## config.mk

```make
export PLATFORM = sky130hd
export DESIGN_NAME = idex_stage_reg
export DESIGN_NICKNAME = d
export VERILOG_FILES = /design/src/rtl/idex_stage_reg.sv
export SDC_FILE = /design/constraint.sdc
export NUM_CORES = 1
export LEC_CHECK = 0
export CAP_MARGIN = 20
export CORE_MARGIN = 5
export CORE_UTILIZATION = 44
export CTS_CLUSTER_DIAMETER = 150
export DETAILED_ROUTE_END_ITERATION = 10
export PLACE_DENSITY = 0.89
export SLEW_MARGIN = 20
export SYNTH_ARGS = -nofsm -noshare
export SYNTH_HDL_FRONTEND = slang
export SYNTH_SLANG_ARGS = --single-unit
export TNS_END_PERCENT = 10
```

## constraint.sdc

```tcl
create_clock -name clk -period 3.32 [get_ports clk]
set_clock_uncertainty 0.15 [all_clocks]
set_input_delay 0.332 -clock clk [delete_from_list [all_inputs] [get_ports clk]]
set_output_delay 0.332 -clock clk [all_outputs]
set_load 0.02 [all_outputs]
```

## src/rtl/idex_stage_reg.sv

```systemverilog
// -----------------------------------------------------------------------------
// idex_stage_reg
//
// ID/EX pipeline register of a 5-stage MIPS-style pipeline, together with the
// load-use hazard detector and the front-end write enables that go with it.
//
// Every rising clk edge applies exactly one action, highest priority first:
//   RESET (rst)        : ID/EX cleared, FSM -> RUN, front end enabled
//   HOLD  (ExtStall)   : ID/EX frozen, PC and IF/ID frozen
//   FLUSH (BranchFlush): bubble into ID/EX, front end advances
//   STALL (load-use)   : bubble into ID/EX, PC and IF/ID frozen
//   LOAD               : ID inputs captured into ID/EX
// A bubble is all zeros: no control, not valid, and Rs/Rt/Rd = 0, so the
// forwarding unit never matches against it.
//
// Ports
//   clk, rst                    clock, synchronous active-high reset
//   IDRegRs/Rt/Rd     [4:0]     register numbers decoded in ID
//   IDRD1/IDRD2/IDImm32 [31:0]  register-file read data, extended immediate
//   IDCtrl            [9:0]     {RegWrite, MemRead, MemWrite, MemtoReg,
//                                ALUSrc, RegDst, ALUOp[3:0]}
//   IDUsesRt, IDValid           rt is a source / ID slot holds an instruction
//   BranchFlush, ExtStall       squash ID instruction / freeze everything
//   IDEX*                       registered ID/EX contents
//   PCWrite, IFIDWrite          front-end enables (0 holds PC / IF/ID)
//   LoadUseStall                combinational load-use hazard flag
//   StallCnt, FlushCnt [CNT_W]  saturating STALL / FLUSH cycle counters
//
// Build option
//   IDEX_PERF_CNT_EN  when defined, adds StallCnt/FlushCnt and their
//                     registers; otherwise they are absent.
// -----------------------------------------------------------------------------
module idex_stage_reg #(
  parameter int unsigned CNT_W = 16
) (
  input  logic             clk,
  input  logic             rst,
  input  logic [4:0]       IDRegRs,
  input  logic [4:0]       IDRegRt,
  input  logic [4:0]       IDRegRd,
  input  logic [31:0]      IDRD1,
  input  logic [31:0]      IDRD2,
  input  logic [31:0]      IDImm32,
  input  logic [9:0]       IDCtrl,
  input  logic             IDUsesRt,
  input  logic             IDValid,
  input  logic             BranchFlush,
  input  logic             ExtStall,
  output logic [4:0]       IDEXRegRs,
  output logic [4:0]       IDEXRegRt,
  output logic [4:0]       IDEXRegRd,
  output logic [31:0]      IDEXRD1,
  output logic [31:0]      IDEXRD2,
  output logic [31:0]      IDEXImm32,
  output logic             IDEXRegWrite,
  output logic             IDEXMemRead,
  output logic             IDEXMemWrite,
  output logic             IDEXMemtoReg,
  output logic             IDEXALUSrc,
  output logic             IDEXRegDst,
  output logic [3:0]       IDEXALUOp,
  output logic             IDEXValid,
  output logic             PCWrite,
  output logic             IFIDWrite,
  output logic             LoadUseStall
`ifdef IDEX_PERF_CNT_EN
  ,
  output logic [CNT_W-1:0] StallCnt,
  output logic [CNT_W-1:0] FlushCnt
`endif
);

  // Counters need at least one bit; caught at elaboration.
  if (CNT_W < 1) begin : g_bad_cnt_w
    $error("idex_stage_reg: CNT_W must be at least 1");
  end

  typedef enum logic [1:0] {
    RUN,
    LU_BUBBLE,
    HOLD
  } state_e;

  typedef enum logic [2:0] {
    ACT_RESET,
    ACT_HOLD,
    ACT_FLUSH,
    ACT_STALL,
    ACT_LOAD
  } action_e;

  // Field order matches the IDCtrl bundle, MSB first.
  typedef struct packed {
    logic       reg_write;
    logic       mem_read;
    logic       mem_write;
    logic       mem_to_reg;
    logic       alu_src;
    logic       reg_dst;
    logic [3:0] alu_op;
  } ctrl_t;

  typedef struct packed {
    logic [4:0]  rs;
    logic [4:0]  rt;
    logic [4:0]  rd;
    logic [31:0] rd1;
    logic [31:0] rd2;
    logic [31:0] imm;
    ctrl_t       ctrl;
    logic        valid;
  } idex_t;

  state_e  state_q, state_d;
  action_e action;
  idex_t   idex_q, idex_d;
  idex_t   id_in;
  logic    load_use;

  // ---------------------------------------------------------------------------
  // Hazard detection and action selection
  // ---------------------------------------------------------------------------
  always_comb begin
    id_in       = '0;
    id_in.rs    = IDRegRs;
    id_in.rt    = IDRegRt;
    id_in.rd    = IDRegRd;
    id_in.rd1   = IDRD1;
    id_in.rd2   = IDRD2;
    id_in.imm   = IDImm32;
    id_in.ctrl  = ctrl_t'(IDCtrl);
    id_in.valid = IDValid;
  end

  always_comb begin
    load_use = IDValid & idex_q.valid & idex_q.ctrl.mem_read &
               (idex_q.rt != '0) &
               ((idex_q.rt == IDRegRs) | (IDUsesRt & (idex_q.rt == IDRegRt)));
    // In LU_BUBBLE the register holds a bubble (MemRead=0), so this gate
    // never changes the result; it only makes the one-cycle stall explicit.
    if (state_q == LU_BUBBLE) begin
      load_use = 1'b0;
    end
  end

  always_comb begin
    action = ACT_LOAD;
    if (rst) begin
      action = ACT_RESET;
    end else if (ExtStall) begin
      action = ACT_HOLD;
    end else if (BranchFlush) begin
      action = ACT_FLUSH;
    end else if (load_use) begin
      action = ACT_STALL;
    end
  end

  always_comb begin
    LoadUseStall = ~rst & load_use;
    PCWrite      = 1'b1;
    IFIDWrite    = 1'b1;
    if ((action == ACT_HOLD) || (action == ACT_STALL)) begin
      PCWrite   = 1'b0;
      IFIDWrite = 1'b0;
    end
  end

  // ---------------------------------------------------------------------------
  // Next-state and next ID/EX contents
  // ---------------------------------------------------------------------------
  always_comb begin
    state_d = RUN;
    idex_d  = idex_q;
    unique case (action)
      ACT_RESET: begin
        state_d = RUN;
        idex_d  = '0;
      end
      ACT_HOLD: begin
        state_d = HOLD;
        idex_d  = idex_q;
      end
      ACT_FLUSH: begin
        state_d = RUN;
        idex_d  = '0;
      end
      ACT_STALL: begin
        state_d = LU_BUBBLE;
        idex_d  = '0;
      end
      ACT_LOAD: begin
        state_d = RUN;
        idex_d  = id_in;
      end
      default: begin
        state_d = RUN;
        idex_d  = '0;
      end
    endcase
  end

  always_ff @(posedge clk) begin
    if (rst) begin
      state_q <= RUN;
      idex_q  <= '0;
    end else begin
      state_q <= state_d;
      idex_q  <= idex_d;
    end
  end

  // ---------------------------------------------------------------------------
  // Registered outputs
  // ---------------------------------------------------------------------------
  assign IDEXRegRs    = idex_q.rs;
  assign IDEXRegRt    = idex_q.rt;
  assign IDEXRegRd    = idex_q.rd;
  assign IDEXRD1      = idex_q.rd1;
  assign IDEXRD2      = idex_q.rd2;
  assign IDEXImm32    = idex_q.imm;
  assign IDEXRegWrite = idex_q.ctrl.reg_write;
  assign IDEXMemRead  = idex_q.ctrl.mem_read;
  assign IDEXMemWrite = idex_q.ctrl.mem_write;
  assign IDEXMemtoReg = idex_q.ctrl.mem_to_reg;
  assign IDEXALUSrc   = idex_q.ctrl.alu_src;
  assign IDEXRegDst   = idex_q.ctrl.reg_dst;
  assign IDEXALUOp    = idex_q.ctrl.alu_op;
  assign IDEXValid    = idex_q.valid;

`ifdef IDEX_PERF_CNT_EN
  // ---------------------------------------------------------------------------
  // Saturating performance counters
  // ---------------------------------------------------------------------------
  logic [CNT_W-1:0] stall_cnt_q, stall_cnt_d;
  logic [CNT_W-1:0] flush_cnt_q, flush_cnt_d;

  always_comb begin
    stall_cnt_d = stall_cnt_q;
    flush_cnt_d = flush_cnt_q;
    if ((action == ACT_STALL) && (stall_cnt_q != '1)) begin
      stall_cnt_d = stall_cnt_q + CNT_W'(1);
    end
    if ((action == ACT_FLUSH) && (flush_cnt_q != '1)) begin
      flush_cnt_d = flush_cnt_q + CNT_W'(1);
    end
  end

  always_ff @(posedge clk) begin
    if (rst) begin
      stall_cnt_q <= '0;
      flush_cnt_q <= '0;
    end else begin
      stall_cnt_q <= stall_cnt_d;
      flush_cnt_q <= flush_cnt_d;
    end
  end

  assign StallCnt = stall_cnt_q;
  assign FlushCnt = flush_cnt_q;
`endif

endmodule

```

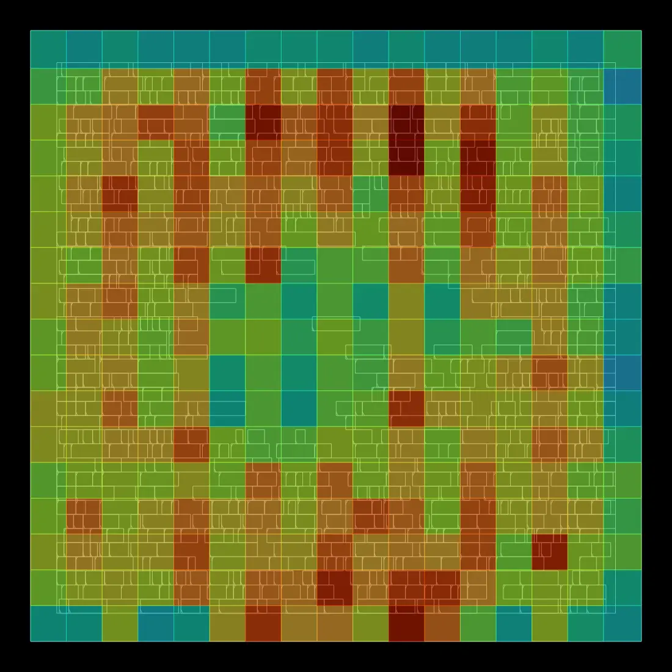
Run 1: track usage over the die
grt met2 use: 0.4088
DR WL/cell: 18.62 um
GR Util All Layers: 0.2415

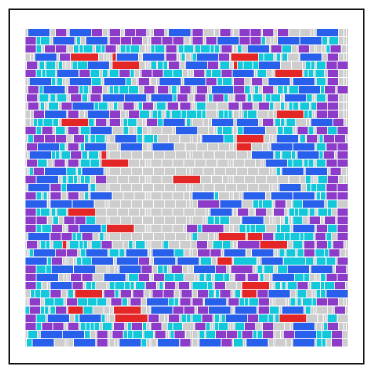
Run 1: cell classes on the final placement
Scale: 3 px per um. Fill, decap, tap and diode cells in gray.
flip-flops -> blue  # cells 124, share of their area 31%
clock drivers and dummy loads -> red  # cells 27, share of their area 6.8%
all other logic -> cyan  # cells 392, share of their area 30%
other buffers and delay cells -> purple  # cells 256, share of their area 33%

==> CHANGELOG.md, run 1 <==
### Implementation results

- # port buffers: ~250
- Critical path class: flip-flop to primary output
- Sequential Power: between 1.5 and 2 mW
- VDD IR max: ~0.40 mV
- DRC viols: 0
- First-pass GRT wire length: approximately 28 mm
- Fill cells: approximately 830
- Combinational cell fraction of total power: 0.188
- Worst relative slew slack: 0.3710
- Antenna Nets Post-Route: 0
- Synthesized net count: a little over 700
- Flop2flop setup slack: ~0.97 ns
- Top_reg_cell synth: dfxtp_1
- Yosys top cell by area: dfxtp_1
- Final setup violation count: 0
- Worst r2r src: IDEXRegRt[0]$_SDFFE_PP0P_
- IO Count: approximately 250
- Top cells, area: dfxtp_1 49%, a32oi_1 21%, nand2_1 9.1%, o21ai_0 7.4%, o21ai_1 4.6%
- Cell count after synthesis: 584
- Cts-stage hold buffer count: 0
- CP Launch Type: flip-flop
- P&R area growth vs syn: 59.99%
- R2R cell count: 5
- Root Driver: clkbuf_16
- Arr. time, crit path: roughly 2.6 ns
- # Max-Cap Violations: 0
- Initial antenna violation count: 0
- GPL Wtd Cong: just under 0.9
- Flops & latches, synth: 124
- Power Combinational: just under 0.8 mW
- First-pass detailed-route iteration total: 8
- Core Util at FP: 0.4470
- Hold_ws: 0.3133 ns
- Finished Core Util: 0.7151
- Dpl cell area: around 0.0076 mm^2
- Final instance area: approximately 0.0082 mm^2
- Slew @ Worst Pin: 0.9435 ns
- Pwr dens: between 500 and 600 mW/mm^2
- Ant. Diodes: 0
- Reg2reg end: IDEXRD2[22]$_SDFFE_PP0P_
- CTS max path bufs: 2
- Mean area per synthesized cell: between 8 and 9 um^2
- Gate Area: ~0.0024 mm^2
- Worst-case hold path end point: IDEXImm32[10]$_SDFFE_PP0P_
- CTS Buf Count: 17
- Unrepaired setup endpoints after global routing: false
- Synth Cell Area: a little over 0.005 mm^2
- Power Clock: around 1.7 mW
- Peak Freq: 329.1 MHz
- WHS Path Cells: 2
- Clk ins delay skew pair: 0.41 ns
- Unique masters post-synth: 23
- Chip area: about 0.014 mm^2
- Total gr overflow: 0
- Post-DP HPWL: around 11 mm
- Post-CTS setup buffer count: 0
- Core area: around 0.011 mm^2
- Number of H-tree levels: 4
- Worst Setup End Kind: primary output
- Top pwr grp: clock
- Clock-pin slew on the worst setup and hold paths: ~0.050 ns
- Die width: roughly 120 um
- Clk sinks: about 120
- Setup TNS: 0 ns
- Worst Path Max Fanout: 5
- CTS tree: done
- Max-slew violation count: 0
- Status: completed
- Leak: ~2.7 nW
- PostCTS Resize Cnt: 0
- Tightest Hold Check Type: flip-flop to flip-flop
- WP data required: 2.84 ns
- DR iter-0 viols: about 530
- Register area: between 0.002 and 0.0025 mm^2
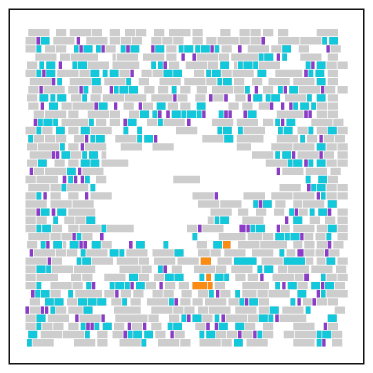
Run 1: gate-type map
Scale: 3 px per um.
NAND gates -> purple  # cells 127, where all over the die
inverting AOI/OAI gates -> cyan  # cells 247, where all over the die
NOR gates -> orange  # cells 5, where south

## run 1: layout make-up
class | count | area share
Timing Repair Buffer | 256 | 0.3189
Sequential cell | 124 | 0.3040
Multi-Input combinational cell | 392 | 0.2890
Clock buffer | 25 | 0.06191
Tap cell | 143 | 0.02191
Clock inverter | 2 | 0.004291
## run 1: logic make-up after synthesis
kind of cell | count (synthesis) | synth area share
and+or+nand+nor | 134 | 0.1030
DFF | 124 | 0.4864
xor gates and xnor gates | 10 | 0.01716
AOI/OAI and AO/OA | 248 | 0.3354
buffers and inverters | 68 | 0.05810
## run 1: state kept, by name (all words and copies together) (netlist names)
name / count
IDEXALUSrc: 1
IDEXRegWrite: 1
IDEXImm32: 32
IDEXRegRs: 5
IDEXRegRt: 5
IDEXRD1: 32
IDEXRegDst: 1
IDEXValid: 1
IDEXMemRead: 1
IDEXRD2: 32
IDEXMemtoReg: 1
state_q: 2
IDEXMemWrite: 1
IDEXALUOp: 4
IDEXRegRd: 5
## run 1: layer usage
layer,GRT usage,wire (um)
met4,0.1061,547
met3,0.09419,1639
met2,0.4088,8687
met5,0,0
met1,0.2679,6669
## run 1: layout by cell type (no fill, tap or decap), drive strengths merged
master         instances
a21oi                  1
a32oi                122
and3                   1
buf                    5
bufinv                 1
clkbuf                25
clkdlybuf4s50        251
clkinv                 1
dfxtp                124
nand2                124
nand2b                 1
nand3                  1
nand4                  1
nor2b                  1
nor3                   3
nor3b                  1
o211ai                 1
o21ai                122
o22a                   1
o22ai                  1
or4                    1
xnor2                 10
## run 1: critical path: stages (launching register included)
cell	delay (ns)
dfxtp_1	0.35
or4_1	0.61
o211ai_4	0.26
nor3_1	0.07
a21oi_1	0.20
clkdlybuf4s50_1	0.65
--- run 2 (diff from run 1) ---
CORE_UTILIZATION = 41   (was 44)
PLACE_DENSITY = 0.84   (was 0.89)
clock period = 3.4 ns   (was 3.32 ns; I/O delays follow)
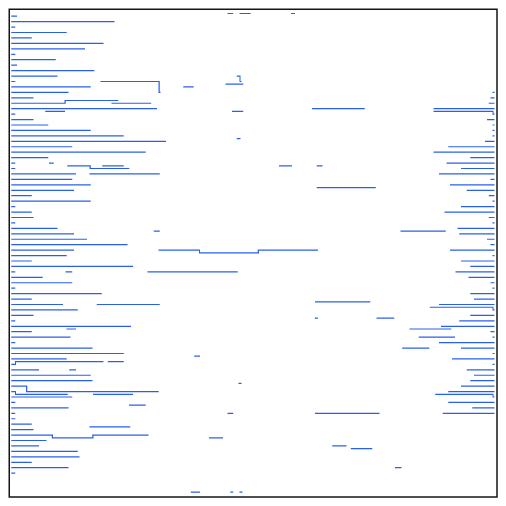
Run 2: M3 wires
Scale: 4 px per um.
wire length on this layer = 1,800 um
longest straight run = 38.4 um
share of all routed wire = 10%

==> run 2 against run 1 <==
Effect of this change: sequential share of layout area shrank 0.25 points; via count shrank 1.4%; hold slack gained 0.00096 ns; count of clock-buffer cells in the layout is the same; critical endpoint is now IFIDWrite; non-clock buffer count grew 2; core utilization shrank 3.5 points; sequential power shrank 2%; routed wire length shrank 2.0%; synthesized area is the same; register-to-register slack lost 0.22 ns; synthesized cell count is the same.
==> CHANGELOG.md, run 2 <==
### Implementation results

- Status: completed
- Leak: 2.747 nW (+0.66%)
- # port buffers: 251 (unchanged)
- GR Util All Layers: 0.2261 (-0.01540)
- Post-CTS setup buffer count: 0 (unchanged)
- Total gr overflow: 0 (unchanged)
- Unrepaired setup endpoints after global routing: false
- Reg2reg end: IDEXImm32[22]$_SDFFE_PP0P_
- CTS tree: done
- Most frequent cells in the layout: 251 x clkdlybuf4s50_1, 124 x dfxtp_1, 124 x nand2_1, 122 x a32oi_1, 75 x o21ai_0
- First-pass detailed-route iteration total: 5 (-3)
- Cell count after synthesis: 584 (unchanged)
- CTS max path bufs: 2 (unchanged)
- CP cell instances: or4_1 > o211ai_4 > nor3_1 > a21oi_1 > clkdlybuf4s50_1
- Worst-case hold path end point: IDEXImm32[3]$_SDFFE_PP0P_
- First-pass GRT wire length: 27.01 mm (-2.8%)
- PostCTS Resize Cnt: 0 (unchanged)
- Critical-path top delay cell: clkdlybuf4s50_1
- CTS Buf Count: 17 (unchanged)
- Cts-stage hold buffer count: 0 (unchanged)
- Final setup violation count: 0 (unchanged)
- Max incr delay on CP: 0.68 ns (+0.03 ns)
- VDD IR max: 0.3679 mV (-7.4%)
- Crit path capture: IFIDWrite
- Worst setup startpoint: IDEXRegRt[0]$_SDFFE_PP0P_
- Layout cells sized above 1: 0.04591
- Arr. time, crit path: 2.54 ns (-0.02 ns)
- Worst relative slew slack: 0.2843 (-0.08670)
- Setup TNS: 0 ns (unchanged)
- Levels on crit path: 5 (unchanged)
- WP data required: 2.91 ns (+0.07 ns)
- Worst r2r src: IDEXRegRt[0]$_SDFFE_PP0P_
- Vias in the first global route: 5,299
- Core area: 0.01211 mm^2 (+6.1%)
- WHS Path Cells: 2 (unchanged)
- Most instantiated logic cell after routing: clkdlybuf4s50_1
- P&R area growth vs syn: 61.34%
- Post-DP HPWL: 11.44 mm (+0.43%)
- Pwr dens: 508.6 mW/mm^2 (-0.16%)
- Synth Cell Area: 0.005104 mm^2 (unchanged)
- Mean area per synthesized cell: 8.739 um^2 (unchanged)
- Critical path class: flip-flop to primary output
- Dpl cell area: 0.007626 mm^2 (about the same)
- IO Count: 252 (unchanged)
- Synthesized net count: 711 (unchanged)
- Unique masters post-synth: 23 (unchanged)
- Pin count of the biggest net entering global routing: approximately 180
- Clk ins delay skew pair: 0.41 ns (about the same)
- Chip area: 0.01478 mm^2 (+6.7%)
- Tightest Hold Check Type: flip-flop to flip-flop
- DR WL/cell: 17.65 um (-5.2%)
- Top_reg_cell synth: dfxtp_1
- Flops & latches, synth: 124 (unchanged)
- Crit-path leading delay family: buffers and inverters
- Clock-pin slew on the worst setup and hold paths: 0.05 ns (about the same)
- Fill cells: 930 (+12%)
- Core Util at FP: 0.4214 (-0.02558)
- Slew @ Worst Pin: 1.074 ns (+0.1300 ns)
- # Max-Cap Violations: 0 (unchanged)
- Max-slew violation count: 0 (unchanged)
- Root Driver: clkbuf_16
- GPL Wtd Cong: 0.8377 (-5.8%)
- Die width: 121.6 um (+3.3%)
- Peak Freq: approximately 330 MHz
- Number of H-tree levels: 4 (unchanged)
- CP bufs+invs: 1 (unchanged)
- Worst Setup End Kind: primary output
- Yosys top cell by area: dfxtp_1
- Flop2flop setup slack: 0.75 ns (-0.22 ns)
- Clk sinks: 124 (unchanged)
- DRC viols: 0 (unchanged)
- R2R cell count: 5 (unchanged)
- Combinational cell fraction of total power: 0.181 (-0.007)
- Final instance area: 0.008234 mm^2 (+0.84%)
- Top cells, area: dfxtp_1 49%, a32oi_1 21%, nand2_1 9.1%, o21ai_0 7.4%, o21ai_1 4.6%
run 2: cell counts after synthesis:
Identical to the previous run, type by type.
run 2: per-stage QoR:
step                      setup WS, ns  total power [mW]  utilization  hold slack, ns  cells
after floorplan                 0.7160             1.967            -          0.3226    584
after global placement          0.6151             2.386       0.6293          0.2957    941
after detailed placement        0.4900             2.410       0.6296          0.3050    941
after CTS                       0.3243             4.218       0.6782          0.3186    973
after global routing            0.2664             4.350       0.6799          0.3442    974
final                           0.3665             4.188       0.6799          0.3142    974
run 2: layout make-up:
| cell class | instances | area (um^2) | area share |
|---|---|---|---|
| flip-flops and latches | 124 | 2482 | 0.3015 |
| well taps | 168 | 210.2 | 0.02553 |
| multi-input cells | 392 | 2360 | 0.2866 |
| clock buffers | 25 | 475.5 | 0.05774 |
| repair buffers | 258 | 2594 | 0.3150 |
| clock inverters | 7 | 112.6 | 0.01368 |
run 2: worst min-delay path: cells and delay by family (launching register included):
kind           cells  cell delay [ns]
AND-OR/OR-AND      2             0.11
flip-flops         1             0.32
run 2: cell families after synthesis:
family	count (synthesis)	synth area share
xor+xnor	10	0.01716
compound gates	248	0.3354
flops	124	0.4864
simple gates	134	0.1030
buf+inv	68	0.05810
run 2: per-layer routing:
layer / up-vias / GRT usage / wire length, um
met5: - / 0 / 0
met4: 0 / 0.08403 / 390
met3: 32 / 0.1086 / 1801
met2: 223 / 0.3689 / 8342
met1: 2620 / 0.2572 / 6655
li1: 2633 / - / -
run 2: power groups by stage:
stage / Clock, mW / Sequential [mW] / Combinational, mW
floorplan: 0 / 1.78 / 0.187
global placement: 0 / 1.65 / 0.736
detailed placement: 0 / 1.66 / 0.754
CTS: 1.83 / 1.63 / 0.758
global route: 1.90 / 1.64 / 0.806
finish: 1.80 / 1.63 / 0.759
Power figures rest on the tool's default switching activity, not on a simulated workload.
